File: src/rtl/rx_uart_pkg.sv
`default_nettype none
// ============================================================================
// Module      : rx_uart_pkg
// Description : Shared definitions for the 8N1 UART pair: receiver state
//               encoding and default link timing, so that tx_uart and rx_uart
//               stay matched.
// Revision    : 1.0  initial release
// ============================================================================
package rx_uart_pkg;

  // Default link timing: 100 MHz system clock, 115200 baud.
  localparam int DEFAULT_CLOCKS_PER_BAUD = 868;
  localparam int DEFAULT_TIMER_BITS      = 32;

  // Bits per character (data only, start/stop handled by the FSM).
  localparam int DATA_BITS = 8;

  // Receiver state encoding.
  typedef enum logic [1:0] {
    ST_IDLE  = 2'd0,
    ST_START = 2'd1,
    ST_DATA  = 2'd2,
    ST_STOP  = 2'd3
  } rx_state_t;

  // 1->0 transition between the previous and current synchronised samples.
  function automatic logic falling_edge(input logic cur, input logic prev);
    return ~cur & prev;
  endfunction

endpackage
`default_nettype wire

File: src/rtl/rx_uart_sync_2ff.sv
`default_nettype none
// ============================================================================
// Module      : sync_2ff
// Description : Two-flop synchroniser for a single asynchronous input, with a
//               parameterised reset value (use 1 for idle-high serial lines).
// Revision    : 1.0  initial release
// ============================================================================
module sync_2ff #(
  parameter logic RESET_VAL = 1'b1
) (
  input  logic clk,
  input  logic i_reset,
  input  logic async_in,
  output logic sync_out
);

  logic meta;

  // First flop may go metastable; second flop gives it a full cycle to settle.
  always_ff @(posedge clk) begin
    if (i_reset) begin
      meta     <= RESET_VAL;
      sync_out <= RESET_VAL;
    end else begin
      meta     <= async_in;
      sync_out <= meta;
    end
  end

endmodule
`default_nettype wire

File: src/rtl/rx_uart.sv
`default_nettype none
// ============================================================================
// Module      : rx_uart
// Description : 8N1 serial receiver. Synchronises the line, validates the
//               start bit at mid-bit, samples 8 data bits LSB-first and the
//               stop bit, and holds the byte under a valid/read handshake.
//               Flags overrun (sticky) and framing error (one-cycle pulse).
// Revision    : 1.0  initial release
// ============================================================================
module rx_uart
  import rx_uart_pkg::*;
#(
  parameter int TIMER_BITS      = DEFAULT_TIMER_BITS,
  parameter int CLOCKS_PER_BAUD = DEFAULT_CLOCKS_PER_BAUD
) (
  input  logic       clk,
  input  logic       i_reset,
  input  logic       uart_txd_in,
  input  logic       i_read,
  output logic [7:0] o_data,
  output logic       o_valid,
  output logic       o_overrun,
  output logic       o_frame_err,
  output logic       o_busy
);

  // Reload values: half a bit to reach mid-start, a full bit between samples.
  localparam logic [TIMER_BITS-1:0] HALF_RELOAD = TIMER_BITS'((CLOCKS_PER_BAUD >> 1) - 1);
  localparam logic [TIMER_BITS-1:0] FULL_RELOAD = TIMER_BITS'(CLOCKS_PER_BAUD - 1);
  localparam logic [TIMER_BITS-1:0] ONE         = TIMER_BITS'(1);
  localparam logic [2:0]            LAST_BIT    = 3'(DATA_BITS - 1);

  rx_state_t             state;
  rx_state_t             next_state;
  logic [TIMER_BITS-1:0] counter;
  logic [2:0]            bit_idx;
  logic [7:0]            shift;
  logic                  line_sync;
  logic                  line_prev;
  logic                  line_fall;
  logic                  cnt_zero;
  logic                  load_half;
  logic                  load_full;
  logic                  shift_en;
  logic                  frame_end;
  logic                  stop_done;
  logic                  stop_ok;

  sync_2ff #(
    .RESET_VAL (1'b1)
  ) u_sync (
    .clk      (clk),
    .i_reset  (i_reset),
    .async_in (uart_txd_in),
    .sync_out (line_sync)
  );

  // Delayed copy of the synchronised line for edge detection.
  always_ff @(posedge clk) begin
    if (i_reset) line_prev <= 1'b1;
    else         line_prev <= line_sync;
  end

  assign line_fall = falling_edge(line_sync, line_prev);
  assign cnt_zero  = (counter == '0);

  // FSM state register.
  always_ff @(posedge clk) begin
    if (i_reset) state <= ST_IDLE;
    else         state <= next_state;
  end

  // FSM next-state and datapath control.
  always_comb begin
    next_state = state;
    load_half  = 1'b0;
    load_full  = 1'b0;
    shift_en   = 1'b0;
    frame_end  = 1'b0;
    case (state)
      ST_IDLE: begin
        // Only a fresh 1->0 edge starts a frame; a line held low is ignored.
        if (line_fall) begin
          load_half  = 1'b1;
          next_state = ST_START;
        end
      end
      ST_START: begin
        if (cnt_zero) begin
          if (!line_sync) begin
            load_full  = 1'b1;
            next_state = ST_DATA;
          end else begin
            // Line back high at mid-start: treat as a glitch.
            next_state = ST_IDLE;
          end
        end
      end
      ST_DATA: begin
        if (cnt_zero) begin
          shift_en  = 1'b1;
          load_full = 1'b1;
          if (bit_idx == LAST_BIT) next_state = ST_STOP;
        end
      end
      ST_STOP: begin
        // Return to IDLE at mid-stop so a back-to-back start edge is caught.
        if (cnt_zero) begin
          frame_end  = 1'b1;
          next_state = ST_IDLE;
        end
      end
      default: next_state = ST_IDLE;
    endcase
  end

  // Baud counter: reloaded at each sample point, counts down in between.
  always_ff @(posedge clk) begin
    if (i_reset)                          counter <= '0;
    else if (load_half)                   counter <= HALF_RELOAD;
    else if (load_full)                   counter <= FULL_RELOAD;
    else if (state != ST_IDLE && !cnt_zero) counter <= counter - ONE;
  end

  // Bit index and LSB-first shift register.
  always_ff @(posedge clk) begin
    if (i_reset) begin
      bit_idx <= '0;
      shift   <= '0;
    end else begin
      if (load_half)     bit_idx <= '0;
      else if (shift_en) bit_idx <= bit_idx + 3'd1;
      if (shift_en)      shift   <= {line_sync, shift[7:1]};
    end
  end

  // Capture the stop sample; results are applied on the following edge.
  always_ff @(posedge clk) begin
    if (i_reset) begin
      stop_done <= 1'b0;
      stop_ok   <= 1'b0;
    end else begin
      stop_done <= frame_end;
      stop_ok   <= line_sync;
    end
  end

  // Output hold, handshake, overrun and framing-error pulse.
  always_ff @(posedge clk) begin
    if (i_reset) begin
      o_data      <= '0;
      o_valid     <= 1'b0;
      o_overrun   <= 1'b0;
      o_frame_err <= 1'b0;
      o_busy      <= 1'b0;
    end else begin
      o_busy      <= (state != ST_IDLE);
      o_frame_err <= stop_done && !stop_ok;
      if (stop_done && stop_ok) begin
        // Delivery wins over a same-cycle read; newest data always kept.
        o_data  <= shift;
        o_valid <= 1'b1;
        if (o_valid && i_read)       o_overrun <= 1'b0;
        else if (o_valid && !i_read) o_overrun <= 1'b1;
      end else if (i_read && o_valid) begin
        o_valid   <= 1'b0;
        o_overrun <= 1'b0;
      end
    end
  end

endmodule
`default_nettype wire

File: config.mk
export PLATFORM = sky130hd
export DESIGN_NAME = rx_uart
export DESIGN_NICKNAME = d
export VERILOG_FILES = /design/src/rtl/rx_uart_pkg.sv /design/src/rtl/rx_uart_sync_2ff.sv /design/src/rtl/rx_uart.sv
export SDC_FILE = /design/constraint.sdc
export NUM_CORES = 1
export LEC_CHECK = 0
export CAP_MARGIN = 0
export CORE_MARGIN = 2
export CORE_UTILIZATION = 50
export DETAILED_ROUTE_END_ITERATION = 8
export HOLD_SLACK_MARGIN = 0.15
export PLACE_DENSITY = 0.69
export SYNTH_ARGS = -nofsm -noshare
export SYNTH_HDL_FRONTEND = slang
export SYNTH_SLANG_ARGS = --single-unit
File: constraint.sdc
create_clock -name clk -period 8.72 [get_ports clk]
set_clock_uncertainty 0.2 [all_clocks]
set_input_delay 0.872 -clock clk [delete_from_list [all_inputs] [get_ports clk]]
set_output_delay 0.872 -clock clk [all_outputs]
set_load 0.005 [all_outputs]
Fig. 1: congestion heat map
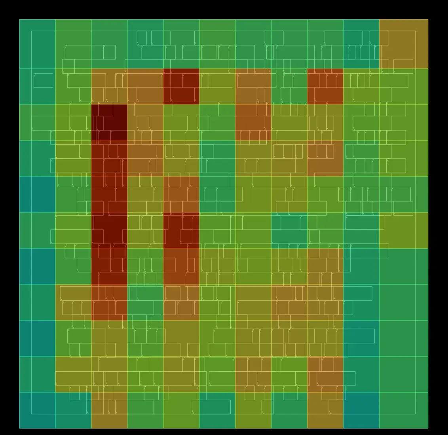
Final Util: 58.9%
met2 usage: 30.9%
Tot GR Track Use: 19.9%
met1 GRT Util: 26.0%
per-cell routed wire length: 13.9 um

Fig. 2: a small window of the routed layout
Region (49, 10) to (69, 30) um. Cells in grey, sequential cells in the stronger grey; small squares are vias.
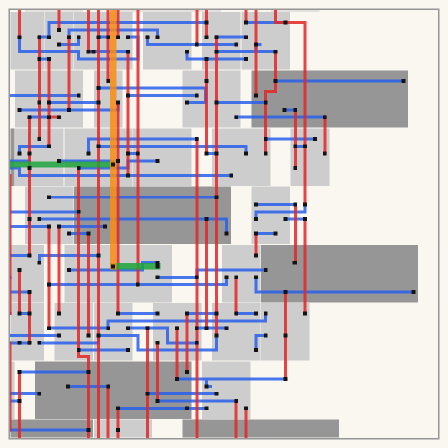
legend:
  M3:
    colour: green
  M4:
    colour: orange
  M1:
    colour: blue
  M2:
    colour: red
sequential cells in the window: 4
cells with their middle in the window: 30
netlist names of flops here include: counter (4)
most frequent: or3_1 (5), dfxtp_1 (4), a21oi_1 (3)

Fig. 3: clock network drawn from the DEF
(4 px per um)
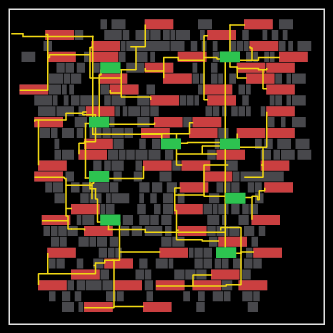
legend:
  clock-net drivers:
    colour: green
    count: 9
  flip-flops:
    colour: red
    count: 62
  clock wires:
    colour: yellow
    length: 807 um
routed clock nets: 10

==> out/results.ini <==
[place]
port-buffer-count=15
placed_cell_area_mm2=0.00296

[power_and_ir_drop]
p_seq_w=0.000394
power.density_mw_per_mm2=445
powerClk_w=0.000289
finalPower_w=0.00142
pg_comb_w=0.000733
power.leakage_nw=1.14
power.switching_w=0.000642
clock_power_share_pct=20.4

[setup_path]
arrival_ns=3.32
worst-path-stages=5
criticalPathCategory=flop to flop
cp-start-kind=flop

[floorplanning]
die_h_um=78.4
core_area_mm2=0.00541
dieArea_mm2=0.00614

[synthesis]
ys_seq_share_pct=44.9
ys_cells=321
synthTopCellsByCount=dfxtp_1, a21oi_1, nand2_1

[grt]
grt_overflow_total=0
grt_pass1_wl_um=9680

[route]
routed_wl_um=5670
ant_nets=0

[hold_path]
holdPathEnd=u_sync.sync_out

[sta]
max_slew_margin_pct=38.8

[finish]
final_cells=408
largest_reg_flops=32
nets=343

[status]
status=completed

[job]
cap_violations=0

[clock_network]
htreeDepth=3

Fig. 4: signal wires by layer
(4 px per um)
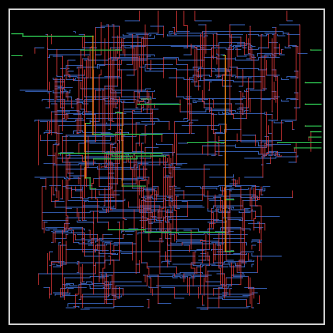
legend:
  M3:
    colour: green
    wire_length: 208 um
  M2:
    colour: red
    wire_length: 2510 um
  M1:
    colour: blue
    wire_length: 2850 um
  M4:
    colour: orange
    wire_length: 105 um

Fig. 5: sequential cells grouped by signal name
(6 px per um) Other sequential cells in the stronger grey, the rest of the logic in the fainter grey.
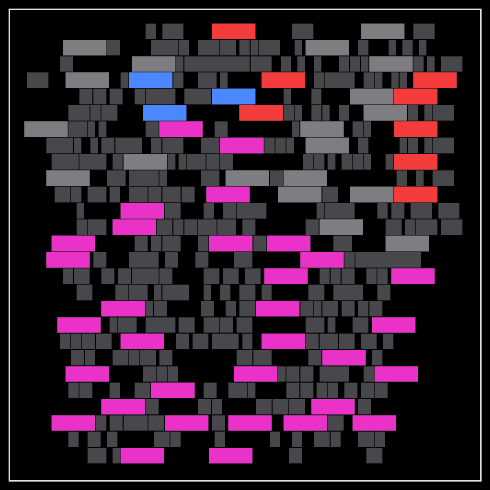
legend:
  bit_idx:
    colour: blue
    flops: 3
  counter:
    colour: magenta
    flops: 32
  o_data:
    colour: red
    flops: 8
    where: top right
not coloured: 19

per-layer routing:
metal / vias up / global-route usage (%) / share of wire (%)
li1: 1197 / - / -
met1: 1102 / 26.0 / 50
met2: 37 / 30.9 / 44
met3: 11 / 4.60 / 3.7
met4: 0 / 9.65 / 1.9
met5: - / 0 / 0
cell families after synthesis:
| logic type | Yosys count | share of synthesized area, % |
|---|---|---|
| xor+xnor | 11 | 3.49 |
| flops | 62 | 44.9 |
| fa+ha+maj | 8 | 3.62 |
| compound gates | 87 | 18.3 |
| mux | 1 | 0.362 |
| simple gates | 126 | 25.4 |
| buf+inv | 26 | 3.85 |
area by class of cell:
cell class              count  area (um2)
fillers                   489        2220
multi-input cells         233        1420
flip-flops and latches     62        1240
repair buffers             19         180
clock buffers               9         124
clock inverters             7         103
well taps                  72        90.1
inverters                   6        22.5
